File: src/rtl/scroll_text_controller.sv
// Drives the 8-digit scrolling seven-segment display: buffers a short hex message
// and scrolls it in from the left using timed clear/write/shift strobes.
module scroll_text_controller #(
    parameter int DEPTH       = 16,
    parameter int STEP_CYCLES = 25000000,
    parameter int GAP         = 8
) (
    input  logic                         clk,
    input  logic                         rst,
    input  logic                         wr_en,
    input  logic [3:0]                   wr_data,
    input  logic                         wr_blank,
    input  logic                         clear_msg,
    input  logic                         start,
    input  logic                         stop,
    input  logic                         loop_mode,
    output logic [3:0]                   seg_data,
    output logic                         seg_off,
    output logic                         seg_write,
    output logic                         seg_shift,
    output logic                         seg_clear,
    output logic                         busy,
    output logic [$clog2(DEPTH+1)-1:0]   msg_len,
    output logic                         buf_full
);

    localparam int IW = $clog2(DEPTH);
    localparam int LW = $clog2(DEPTH + 1);
    localparam int TW = $clog2(STEP_CYCLES);

    localparam logic [TW-1:0] TICK_FIRE = TW'(STEP_CYCLES - 2);
    localparam logic [TW-1:0] TICK_LAST = TW'(STEP_CYCLES - 1);

    localparam logic [1:0] S_IDLE = 2'd0;
    localparam logic [1:0] S_CLR  = 2'd1;
    localparam logic [1:0] S_RUN  = 2'd2;
    localparam logic [1:0] S_PAD  = 2'd3;

    logic [4:0]    msg_buf [DEPTH];
    logic [1:0]    state;
    logic [IW-1:0] index;
    logic [TW-1:0] tick;
    logic [7:0]    pad_cnt;
    logic          loop_q;

    logic          start_ok;
    logic          do_clear;
    logic          do_write;
    logic          step;
    logic          last_entry;
    logic [4:0]    cur_entry;

    assign start_ok   = (state == S_IDLE) && start && (msg_len != '0);
    assign do_clear   = (state == S_IDLE) && !start_ok && clear_msg;
    assign do_write   = (state == S_IDLE) && !start_ok && !clear_msg && wr_en && !buf_full;
    // Strobes are registered, so the step is decided one cycle before the tick wraps.
    assign step       = (tick == TICK_FIRE);
    assign last_entry = (LW'(index) == (msg_len - LW'(1)));
    assign cur_entry  = msg_buf[index];

    always_ff @(posedge clk) begin
        if (do_write) begin
            msg_buf[msg_len[IW-1:0]] <= {wr_blank, wr_data};
        end
    end

    always_ff @(posedge clk) begin
        if (rst) begin
            state     <= S_IDLE;
            busy      <= 1'b0;
            msg_len   <= '0;
            buf_full  <= 1'b0;
            seg_data  <= 4'd0;
            seg_off   <= 1'b0;
            seg_write <= 1'b0;
            seg_shift <= 1'b0;
            seg_clear <= 1'b0;
            tick      <= '0;
            pad_cnt   <= 8'd0;
            index     <= '0;
            loop_q    <= 1'b0;
        end else begin
            seg_data  <= 4'd0;
            seg_off   <= 1'b0;
            seg_write <= 1'b0;
            seg_shift <= 1'b0;
            seg_clear <= 1'b0;

            if (state == S_RUN || state == S_PAD) begin
                tick <= (tick == TICK_LAST) ? '0 : tick + TW'(1);
            end else begin
                tick <= '0;
            end

            if (state != S_IDLE && stop) begin
                state     <= S_IDLE;
                busy      <= 1'b0;
                seg_clear <= 1'b1;
            end else begin
                case (state)
                    S_IDLE: begin
                        if (start_ok) begin
                            state     <= S_CLR;
                            busy      <= 1'b1;
                            seg_clear <= 1'b1;
                            loop_q    <= loop_mode;
                            index     <= '0;
                        end else if (do_clear) begin
                            msg_len  <= '0;
                            buf_full <= 1'b0;
                        end else if (do_write) begin
                            msg_len  <= msg_len + LW'(1);
                            buf_full <= (msg_len == LW'(DEPTH - 1));
                        end
                    end
                    S_CLR: begin
                        state <= S_RUN;
                    end
                    S_RUN: begin
                        if (step) begin
                            seg_write <= 1'b1;
                            seg_shift <= 1'b1;
                            seg_data  <= cur_entry[3:0];
                            seg_off   <= cur_entry[4];
                            if (last_entry) begin
                                index   <= '0;
                                state   <= S_PAD;
                                pad_cnt <= loop_q ? 8'(GAP) : 8'd8;
                            end else begin
                                index <= index + IW'(1);
                            end
                        end
                    end
                    S_PAD: begin
                        // Leave PAD only once the last blank shift has been shown,
                        // so no strobe ever appears while idle.
                        if (pad_cnt == 8'd0) begin
                            state <= loop_q ? S_RUN : S_IDLE;
                            busy  <= loop_q;
                        end else if (step) begin
                            seg_shift <= 1'b1;
                            pad_cnt   <= pad_cnt - 8'd1;
                        end
                    end
                    default: begin
                        state <= S_IDLE;
                        busy  <= 1'b0;
                    end
                endcase
            end
        end
    end

endmodule

File: config.mk
export PLATFORM = sky130hd
export DESIGN_NAME = scroll_text_controller
export DESIGN_NICKNAME = d
export VERILOG_FILES = /design/src/rtl/scroll_text_controller.sv
export SDC_FILE = /design/constraint.sdc
export NUM_CORES = 1
export LEC_CHECK = 0
export CORE_MARGIN = 3
export CORE_UTILIZATION = 32
export CTS_BUF_LIST = sky130_fd_sc_hd__clkbuf_4 sky130_fd_sc_hd__clkbuf_8
export CTS_CLUSTER_DIAMETER = 100
export CTS_CLUSTER_SIZE = 40
export DETAILED_ROUTE_END_ITERATION = 8
export MAX_ROUTING_LAYER = met4
export PLACE_DENSITY = 0.51
export RECOVER_POWER = 25
export SETUP_SLACK_MARGIN = 0.4
export SYNTH_ARGS = -nofsm -noshare
export SYNTH_HDL_FRONTEND = slang
export SYNTH_SLANG_ARGS = --single-unit
export TNS_END_PERCENT = 100
File: constraint.sdc
create_clock -name clk -period 2.7 [get_ports clk]
set_input_delay 0.405 -clock clk [delete_from_list [all_inputs] [get_ports clk]]
set_output_delay 0.405 -clock clk [all_outputs]
set_load 0.01 [all_outputs]
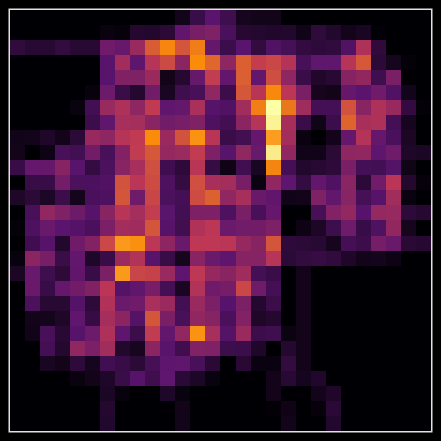
run_1/wire_density.png
(3 px per um) The die is cut into 28 by 28 equal tiles; black is low, pale yellow is high, scaled to the fullest tile. Values are wire area over tile area, all layers added.
fullest tile: 0.54
mean over tiles: 0.10
densest ninth of the die: north
detail-routed net length per standard cell: 17.4 um
wire length reported by the detailed router: 12900 um
overall global routing resource usage: 13.7%
via count: 3693

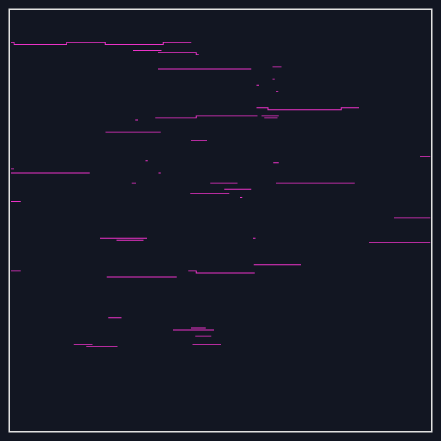
run_1/met3.png
(3 px per um)
share of all routed wire: 3.8%
main direction: horizontal
nets with wire on the layer: 27
longest straight run: 30.8 um
met3 usage in global routing: 4.17%

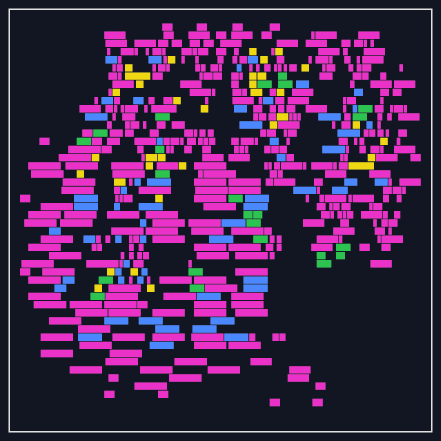
run_1/drive_strength.png
(3 px per um)
legend:
  magenta:
    size: drive 1 or less
    cells: 399
  yellow:
    size: drive 3 to 4
    cells: 34
  blue:
    size: drive 2
    cells: 58
  green:
    size: drive 6 and up
    cells: 23
final design area excluding fillers: 0.00685 mm^2
Layout area overhead: 18.5%

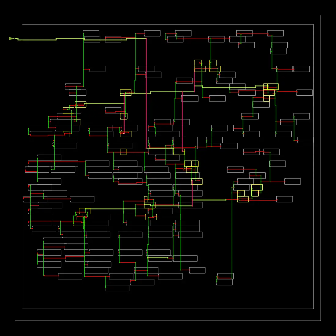
run_1/final_clocks.png
Flop Count: 135
CTS buffer count: 17

==> impl_metrics.json, run 1 <==
{
  "grt_pass1_wl_um": 20400,
  "final_critical_path_setup_slack_ns": 0.426,
  "dr.pass1.iters": 4,
  "netSwitchingFraction_pct": 23.7,
  "crit_path_top_delay_cell": "or4_4",
  "regToRegStartpoint": "tick[17]$_SDFF_PP0_",
  "post_dp_cell_area_mm2": 0.00637,
  "design_power_total_w": 0.00380,
  "grt.overflow.total": 0,
  "worst_setup_path_endpoint": "pad_cnt[7]$_SDFFE_PP0P_",
  "critical-path-max-stage-delay_ns": 0.62,
  "dr.first_iter.drc_count": 141,
  "finalClockSkew_ns": 0.00979,
  "timing.critical_path.to_type": "flop",
  "reg2reg_setup_slack_ns": 0.43,
  "tritoncts": "done",
  "timing.max_cap.violations": 0,
  "path_clk_slew_ns": 0.07,
  "internal-power_w": 0.00290,
  "yosysUniqueCellTypes": 54,
  "synth.net_count": 473,
  "worst_setup_sp_type": "flop",
  "irDropWorstVdd_uv": 351,
  "yosysSeqAreaShare_pct": 60.7,
  "critPathLaunch": "tick[17]$_SDFF_PP0_",
  "hp-class": "reg -> reg",
  "crit-reg2reg-capture": "pad_cnt[7]$_SDFFE_PP0P_",
  "arrival_time_at_the_worst_endpoint_ns": 2.62,
  "worstPathCellList": "nor4b_2 -> nand4_2 -> or4_4 -> or4_4 -> o31ai_2",
  "grt_setup_unrepaired": "true",
  "regArea_mm2": 0.00351,
  "number_of_hold_slack_violations_in_the_final_timing_report": 0,
  "logic_area_mm2": 0.00223,
  "finalWorstPathRequiredPeriod_ns": 2.27,
  "synth-async-reset-ratio_pct": 0,
  "layout.nets": 523,
  "hold_path_cells": 2,
  "clock_latency_ns": 0.43,
  "clock_power_share_pct": 39.1,
  "critPathMostFrequentCell": "or4_4",
  "slew_viol_final": 0,
  "pwr-share-seq_pct": 57.7,
  "outcome": "finished, final reports clean",
  "holdCritStartpoint": "busy$_SDFFE_PP0P_"
}
[run 1: worst reg2reg max path, delay by kind of cell, from the launching register on]
family	cells	cell delay (ns)
AND/OR/NAND/NOR	4	1.68
AND-OR/OR-AND	1	0.18
flip-flops	1	0.34
[run 1: cells in the final DEF, fill, tap and decap left out, types with 5 or more instances in the layout]
master / Yosys / final
nor2_1: 60 / 47
nor3_1: 7 / 5
nand4_1: 10 / 10
dfxtp_2: 0 / 6
clkbuf_8: 0 / 17
inv_6: 0 / 6
nand2_1: 28 / 28
nand3_1: 13 / 13
o21ai_0: 10 / 9
edfxtp_1: 80 / 80
inv_1: 15 / 15
and3_1: 5 / 5
xor2_1: 19 / 19
nor2b_1: 7 / 7
mux2i_1: 5 / 5
clkdlybuf4s50_1: 0 / 21
o311ai_1: 4 / 5
buf_4: 0 / 22
nor2_2: 0 / 11
o31ai_1: 7 / 6
dlygate4sd3_1: 0 / 5
a21oi_1: 12 / 11
mux2_2: 6 / 6
ha_1: 9 / 9
dfxtp_1: 55 / 49
mux4_2: 19 / 19
xnor2_1: 10 / 10
[run 1: flip-flops by register name (all words and copies together) (netlist names), 2 cells and up]
name / flops
index: 4
msg_len: 5
tick: 25
state: 2
seg_data: 4
msg_buf: 80
pad_cnt: 8
[run 1: routing by layer]
metal | routed length, um | share of wire, %
met5 | 0 | 0
met1 | 5890 | 46
met3 | 488 | 3.8
met2 | 6270 | 49
met4 | 223 | 1.7
[run 1: power groups by stage]
stage | Combinational [W] | Sequential, W | Clock, W
2_1_floorplan | 0.0000552 | 0.00224 | 0
3_3_place_gp | 0.000122 | 0.00224 | 0
6_report | 0.000123 | 0.00219 | 0.00149
3_5_place_dp | 0.000122 | 0.00224 | 0
5_1_grt | 0.000136 | 0.00219 | 0.00163
4_1_cts | 0.000123 | 0.00219 | 0.00154
[run 1: timing repair]
item / CTS / global route
endpoints found under the setup margin: 72 / 88
buffers inserted: 1 / 5
resized: 15 / 17
pin swaps: 3 / 5
endpoints found under the hold margin: 0 / 0
[run 1: cell type report]
type                    count  share of cell area, %
well taps                 225                   4.11
clock buffers              19                   3.64
flip-flops and latches    135                   51.3
clock inverters            12                   1.35
inverters                  15                  0.822
multi-input cells         284                   32.5
repair buffers             49                   6.29
[run 1: Yosys cell counts (6+ instances only)]
cell      instances  area share [%]
edfxtp_1         80              42
nor2_1           60             3.9
mux2_2            6             1.2
xnor2_1          10             1.5
a21oi_1          12             1.0
o31ai_1           7            0.91
xor2_1           19             2.9
inv_1            15            0.97
nand3_1          13             1.1
nor3_1            7            0.61
nand2_1          28             1.8
nand4_1          10             1.1
nor2b_1           7            0.76
mux4_2           19             7.4
dfxtp_1          55              19
clkbuf_1         13            0.84
o21ai_0          10            0.87
ha_1              9             1.9
[run 1: logic make-up (layout without fill, tap and decap cells)]
| logic type | count (synthesis) | after routing | synth area share, % |
|---|---|---|---|
| DFF | 135 | 135 | 60.7 |
| buffers and inverters | 33 | 95 | 2.25 |
| adders and majority gates | 9 | 9 | 1.95 |
| and+or+nand+nor | 165 | 165 | 15.0 |
| AOI/OAI and AO/OA | 50 | 50 | 5.89 |
| muxes | 30 | 30 | 9.45 |
| xor gates and xnor gates | 30 | 30 | 4.81 |
run_1/registers.png
(3 px per um) Other sequential cells in the stronger grey, the rest of the logic in the fainter grey.
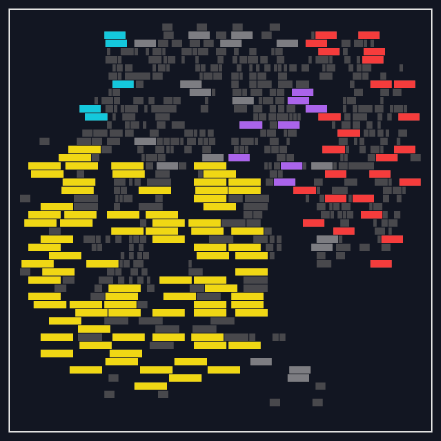

==> run 2: changes to the inputs <==
==> constraint.sdc (replaced) <==
create_clock -name clk -period 2.26 [get_ports clk]
set_input_delay 0.339 -clock clk [delete_from_list [all_inputs] [get_ports clk]]
set_output_delay 0.339 -clock clk [all_outputs]
set_load 0.01 [all_outputs]
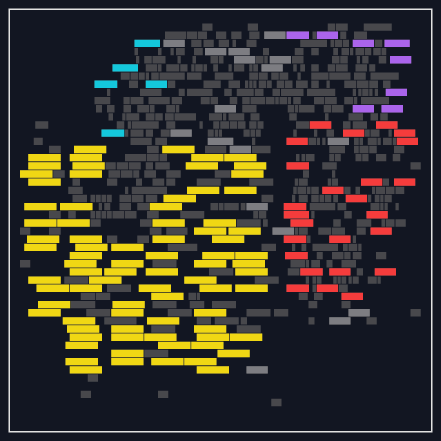
run_2/registers.png
(3 px per um) Other sequential cells in the stronger grey, the rest of the logic in the fainter grey.
legend:
  cyan:
    netlist_name: msg_len
    sequential_cells: 5
    where: north-west
  red:
    netlist_name: tick
    sequential_cells: 25
    where: east
  purple:
    netlist_name: pad_cnt
    sequential_cells: 8
    where: north-east
  yellow:
    netlist_name: msg_buf
    sequential_cells: 80
not coloured: 17
sequential cell area share: 45.9%
Flop area: 0.00353 mm^2
sequential logic power: 0.00261 W
final standard cell utilization of the core: 44.0%

==> impl_metrics.json, run 2 <==
{
  "logic_area_mm2": 0.00259,
  "irDropWorstVdd_uv": 387,
  "netlist.top_cell.by_area": "edfxtp_1",
  "clock_path_buffers": 2,
  "worst_setup_sp_type": "flop",
  "outcome": "finished, final reports clean",
  "design_power_total_w": 0.00478,
  "worstPathCellList": "inv_2 -> ha_4 -> or3b_4 -> nor3_4 -> a2111o_1 -> buf_4 -> buf_6 -> o311ai_4 -> o31ai_1",
  "cts_inserted_buffers": 17,
  "crit_path_top_delay_cell": "a2111o_1",
  "timing.max_cap.violations": 0,
  "grt.overflow.total": 0,
  "hp-class": "reg -> reg",
  "arrival_time_at_the_worst_endpoint_ns": 2.44,
  "critical-path-max-stage-delay_ns": 0.45,
  "via_count": 3842,
  "slew_viol_final": 0,
  "grt_setup_unrepaired": "true",
  "synth.net_count": 473,
  "dr.first_iter.drc_count": 201,
  "grt_pass1_wl_um": 21000,
  "synth.most_common_cell": "edfxtp_1",
  "wl_per_cell_um": 16.9,
  "layout.nets": 558,
  "yosysSeqAreaShare_pct": 60.7,
  "groute.usage.overall_pct": 14.2,
  "dr.pass1.iters": 4,
  "largest_reg_flops": 80,
  "final_cell_mix": "edfxtp_1, nor2_1, buf_4",
  "number_of_hold_slack_violations_in_the_final_timing_report": 0,
  "top_cells_by_count": "edfxtp_1, nor2_1, dfxtp_1",
  "path_clk_slew_ns": 0.09,
  "top_cell_excl_fill_tap": "edfxtp_1",
  "synth-async-reset-ratio_pct": 0,
  "finalWorstPathRequiredPeriod_ns": 2.10,
  "yosysUniqueCellTypes": 54,
  "tritoncts": "done",
  "timing.critical_path.to_type": "flop",
  "route.final.wire_length_um": 13100,
  "clock_latency_ns": 0.45,
  "slew_headroom_pct": 60.7
}
==> run 2: cell counts after synthesis <==
No cell type changed its count.
==> run 2: worst paths after layout <==
check,startpoint,to,slack (ns),depth (start not counted)
worst max-delay path,pad_cnt[0]$_SDFFE_PP0P_,pad_cnt[6]$_SDFFE_PP0P_,0.16,9
worst min-delay path,busy$_SDFFE_PP0P_,busy$_SDFFE_PP0P_,0.49,2
worst max register to register,pad_cnt[0]$_SDFFE_PP0P_,pad_cnt[6]$_SDFFE_PP0P_,0.16,9
worst min register to register,busy$_SDFFE_PP0P_,busy$_SDFFE_PP0P_,0.49,2
==> run 2: power by group <==
part           internal [W]  switching, W  leakage (nW)  total [W]
registers           0.00260    0.00000581          1.17    0.00261
clock network      0.000913       0.00106         0.187    0.00197
logic             0.0000891      0.000108          1.15   0.000197
==> run 2: cell families (layout without fill, tap and decap cells) <==
kind of cell    count (synthesis)  in the layout  synth area share, %
compound gates                 50             50                 5.89
xor+xnor                       30             30                 4.81
fa+ha+maj                       9              9                 1.95
buf+inv                        33            131                 2.25
flops                         135            135                 60.7
mux                            30             30                 9.45
simple gates                  165            165                 15.0
==> run 2: critical path, delay by kind of cell (launching register included) <==
| kind | cells | cell delay (ns) |
|---|---|---|
| simple gates | 2 | 0.32 |
| buf+inv | 3 | 0.34 |
| fa+ha+maj | 1 | 0.15 |
| flops | 1 | 0.37 |
| compound gates | 3 | 0.81 |
==> run 2: final cells by class <==
| cell class | instances | share of cell area, % |
|---|---|---|
| well taps | 225 | 3.66 |
| clock buffers | 17 | 3.04 |
| multi-input cells | 284 | 33.7 |
| clock inverters | 15 | 2.02 |
| repair buffers | 84 | 10.9 |
| inverters | 15 | 0.732 |
| flip-flops and latches | 135 | 45.9 |
==> run 2: routing by layer <==
layer	track usage, %	routed length (um)
met1	19.3	6330
met3	3.48	409
met4	4.03	155
met2	21.2	6230
met5	-	0
==> run 2: timing repair <==
| action | in CTS | in global routing |
|---|---|---|
| hold endpoints to repair | 0 | 0 |
| pin swaps | 14 | 19 |
| setup buffers | 10 | 12 |
| cloned | 2 | 0 |
| resized | 39 | 48 |
| endpoints found under the setup margin | 129 | 123 |
==> run 2: stage by stage <==
| step | std cells | hold slack (ns) | setup slack (ns) | cell area [um^2] |
|---|---|---|---|---|
| global route | 775 | 0.506 | 0.0983 | 7690 |
| detailed placement | 719 | 0.485 | -0.0143 | 6690 |
| finish | 775 | 0.487 | 0.161 | 7690 |
| global placement | 719 | 0.478 | 0.0322 | 6690 |
| floorplan | 452 | 0.417 | 0.190 | 5980 |
| CTS | 763 | 0.481 | 0.177 | 7360 |
Power figures rest on the tool's default switching activity, not on a simulated workload.
